### config.mk
export PLATFORM = sky130hd
export DESIGN_NAME = memtile_long_delay_drain
export DESIGN_NICKNAME = d
export VERILOG_FILES = /design/src/rtl/memtile_long_delay_drain.sv
export SDC_FILE = /design/constraint.sdc
export NUM_CORES = 1
export LEC_CHECK = 0
export ABC_AREA = 1
export CAP_MARGIN = 20
export CORE_ASPECT_RATIO = 1.5
export CORE_MARGIN = 8
export CORE_UTILIZATION = 60
export CTS_CLUSTER_DIAMETER = 120
export DETAILED_ROUTE_END_ITERATION = 10
export PLACE_DENSITY = 0.84
export RECOVER_POWER = 50
export SYNTH_ARGS = -nofsm -noshare
export SYNTH_HDL_FRONTEND = slang
export SYNTH_SLANG_ARGS = --single-unit
### constraint.sdc
create_clock -name clk -period 3.9 [get_ports clk]
set_input_delay 0.78 -clock clk [delete_from_list [all_inputs] [get_ports clk]]
set_output_delay 0.78 -clock clk [all_outputs]
set_load 0.01 [all_outputs]
### src/rtl/memtile_long_delay_drain.sv
// memtile_long_delay_drain
//   Read-side drain for a memtile run as a long circular delay line.
//   Discards the first DELAY valid words, which are read from uninitialised
//   SRAM. Forwards FRAME_WORDS words through a small FIFO to a ready/valid
//   consumer and tags each word with end-of-line and end-of-frame markers.
//
// Ports
//   clk        : single clock
//   flush      : synchronous active-high reset; restarts the frame
//   in_data    : memtile rdata
//   in_valid   : memtile valid_out
//   out_data   : forwarded word
//   out_valid  : out_data is valid
//   out_ready  : consumer accepts the word
//   out_eol    : current word is the last word of a line
//   out_eof    : current word is the last word of the frame
//   frame_done : level; FRAME_WORDS words have been accepted or dropped
//   overflow   : sticky; a STREAM word was dropped on a full FIFO
//   drop_count : (MEMTILE_DRAIN_DROPCNT_EN only) saturating count of drops
//
// Optional feature macro: MEMTILE_DRAIN_DROPCNT_EN
module memtile_long_delay_drain #(
  parameter int DATA_WIDTH  = 16,
  parameter int DELAY       = 1919,
  parameter int LINE_WIDTH  = 1920,
  parameter int FRAME_WORDS = 2073600,
  parameter int FIFO_DEPTH  = 4
) (
  input  logic                  clk,
  input  logic                  flush,
  input  logic [DATA_WIDTH-1:0] in_data,
  input  logic                  in_valid,
  output logic [DATA_WIDTH-1:0] out_data,
  output logic                  out_valid,
  input  logic                  out_ready,
  output logic                  out_eol,
  output logic                  out_eof,
  output logic                  frame_done,
`ifdef MEMTILE_DRAIN_DROPCNT_EN
  output logic [15:0]           drop_count,
`endif
  output logic                  overflow
);

  localparam int SW   = (DELAY > 0) ? $clog2(DELAY + 1) : 1;
  localparam int WW   = $clog2(FRAME_WORDS + 1);
  localparam int CW   = $clog2(LINE_WIDTH + 1);
  localparam int PW   = $clog2(FIFO_DEPTH);
  localparam int NW   = $clog2(FIFO_DEPTH + 1);
  localparam int EW   = DATA_WIDTH + 2;

  typedef enum logic [1:0] {WARMUP, STREAM, DONE} state_t;

  state_t          state, state_nxt;
  logic [SW-1:0]   skip_cnt;
  logic [WW-1:0]   word_cnt;
  logic [CW-1:0]   col_cnt;

  logic [EW-1:0]   mem [FIFO_DEPTH];
  logic [PW-1:0]   wr_ptr, rd_ptr;
  logic [NW-1:0]   count;

  logic            push_req, push, pop, full, drop;
  logic            eol_in, eof_in, skip_last;

  assign skip_last = (skip_cnt == SW'(DELAY - 1));

  // state register
  always_ff @(posedge clk) begin
    if (flush) state <= (DELAY == 0) ? STREAM : WARMUP;
    else       state <= state_nxt;
  end

  // next-state logic
  always_comb begin
    state_nxt = state;
    case (state)
      WARMUP:  if (in_valid && skip_last) state_nxt = STREAM;
      STREAM:  if (in_valid && eof_in)    state_nxt = DONE;
      default: state_nxt = state;
    endcase
  end

  // output / datapath control
  always_comb begin
    push_req   = (state == STREAM) && in_valid;
    eol_in     = (col_cnt == CW'(LINE_WIDTH - 1));
    eof_in     = (word_cnt == WW'(FRAME_WORDS - 1));
    frame_done = (state == DONE);
  end

  assign full      = (count == NW'(FIFO_DEPTH));
  assign out_valid = (count != '0);
  assign pop       = out_valid && out_ready;
  // A full FIFO still accepts a push when the head leaves in the same cycle.
  assign push      = push_req && (!full || pop);
  assign drop      = push_req && full && !pop;

  // framing counters; word_cnt advances on dropped words too
  always_ff @(posedge clk) begin
    if (flush) begin
      skip_cnt <= '0;
      word_cnt <= '0;
      col_cnt  <= '0;
    end else begin
      if (state == WARMUP && in_valid) skip_cnt <= skip_cnt + 1'b1;
      if (push_req) begin
        word_cnt <= word_cnt + 1'b1;
        col_cnt  <= eol_in ? '0 : col_cnt + 1'b1;
      end
    end
  end

  // FIFO storage; head entry drives the outputs directly
  always_ff @(posedge clk) begin
    if (flush) begin
      for (int unsigned i = 0; i < FIFO_DEPTH; i++) mem[i] <= '0;
      wr_ptr <= '0;
      rd_ptr <= '0;
      count  <= '0;
    end else begin
      if (push) begin
        mem[wr_ptr] <= {in_data, eol_in, eof_in};
        wr_ptr      <= wr_ptr + 1'b1;
      end
      if (pop) rd_ptr <= rd_ptr + 1'b1;
      if (push && !pop)      count <= count + 1'b1;
      else if (pop && !push) count <= count - 1'b1;
    end
  end

  assign out_data = mem[rd_ptr][EW-1:2];
  assign out_eol  = mem[rd_ptr][1];
  assign out_eof  = mem[rd_ptr][0];

  always_ff @(posedge clk) begin
    if (flush)     overflow <= 1'b0;
    else if (drop) overflow <= 1'b1;
  end

`ifdef MEMTILE_DRAIN_DROPCNT_EN
  always_ff @(posedge clk) begin
    if (flush)                        drop_count <= '0;
    else if (drop && drop_count != '1) drop_count <= drop_count + 16'd1;
  end
`endif

endmodule
Signal wires by layer:
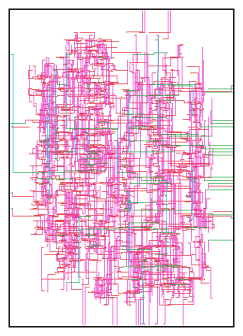
| color | layer | wire length |
|---|---|---|
| green | met3 | 829 µm |
| cyan | met4 | 459 µm |
| red | met1 | 4720 µm |
| magenta | met2 | 7210 µm |

Clock network drawn from the DEF:
Bar = 20 µm.
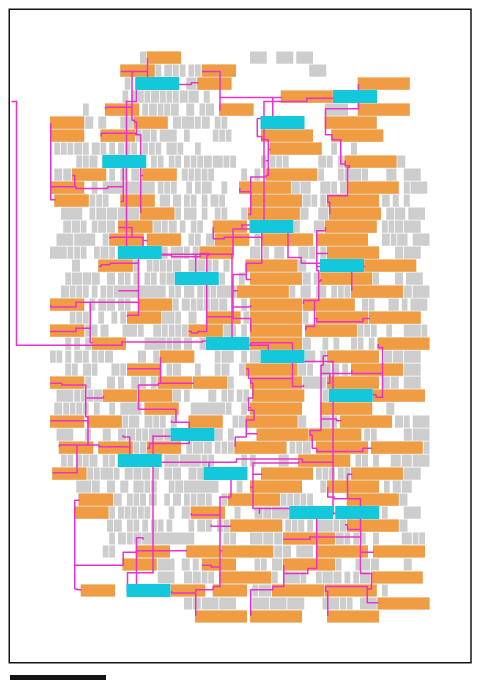
[magenta] clock wires | length: 1440 µm
[cyan] cells driving clock nets | count: 17
[orange] flip-flops | count: 127
routed clock nets: 18
flops lie: spread over the die
skew final: 9.98 ps
total clock network power: 1560 µW
clock share of power: 0.423

==> flow_metrics.env <==
# flow metrics
export IMPL_wl_per_cell_um=15.3
export IMPL_syn_nets=717
export IMPL_dpl_hpwl_um=8890
export IMPL_vias=4867
export IMPL_clk_insertion_delay_late_ps=420
export IMPL_combPwrFrac=0.166
export IMPL_hold_buffers=0
export IMPL_antennaDiodeCount=0
export IMPL_crit_path_end_kind="output pin"
export IMPL_startpoint_type="flop"
export IMPL_drt_pass1_iter_count=5
export IMPL_cp_arrival_ps=2610
export IMPL_clk_pin_slew_ps=50
export IMPL_final_cell_area_um2=6870
export IMPL_outcome="finished, final reports clean"
export IMPL_track_usage=0.213
export IMPL_path_class="flop to output pin"
export IMPL_synth_warnings=0
export IMPL_drt_initial_drc_count=322
export IMPL_largest_registers="mem x72, word_cnt x21"
export IMPL_grt_pass1_wl_um=21300
export IMPL_clk_path_buf_depth=2
[routing by layer]
layer  GRT usage  routed length (µm)
met1       0.216                4720
met2       0.386                7210
met3      0.0442                 829
met4       0.122                 459
met5           0                   0
[final cells by class]
cell class / instances / area share
sequential: 127 / 0.475
multi-input combinational: 460 / 0.308
clock buffer: 24 / 0.0687
timing repair buffer: 48 / 0.0649
inverter: 83 / 0.0454
tap: 115 / 0.0210
clock inverter: 8 / 0.0168
[cell usage after synthesis, types with 4 or more instances]
cell type and instances:
nor2_1 160, nand2_1 112, inv_1 79, edfxtp_1 72
dfxtp_1 55, o21ai_0 55, nand3_1 32, a21oi_1 28
o22ai_1 18, clkbuf_1 15, nor3_1 11, nand4_1 9
nor2_2 9, buf_2 5, ha_1 5, xor2_1 4
[cells in the final DEF (no fill, tap or decap), types with 3 or more instances in the layout]
| cell type | n |
|---|---|
| clkbuf_1 | 9 |
| nor2_1 | 161 |
| a21oi_1 | 28 |
| ha_1 | 5 |
| buf_4 | 4 |
| nand3_1 | 33 |
| nor3_1 | 11 |
| inv_1 | 81 |
| bufinv_16 | 3 |
| clkinv_1 | 4 |
| clkbuf_16 | 17 |
| dfxtp_1 | 55 |
| o21ai_0 | 55 |
| nor2_2 | 9 |
| xor2_1 | 4 |
| clkdlybuf4s50_1 | 37 |
| edfxtp_1 | 72 |
| dlygate4sd3_1 | 3 |
| nand2_1 | 113 |
| o22ai_1 | 18 |
| nand4_1 | 9 |
[logic make-up after synthesis]
group,Yosys count,synth area share
xor+xnor,4,0.00604
flops,127,0.562
simple gates,342,0.249
compound gates,108,0.0992
fa+ha+maj,6,0.0142
buf+inv,104,0.0696
[worst register-to-register path, delay by kind of cell (launching register included)]
kind                   cells  cell delay [ps]
AND/OR/NAND/NOR            6             1340
buffers and inverters      3              710
flip-flops                 1              390
No activity file was given, so power comes from the tool's default toggle rates.
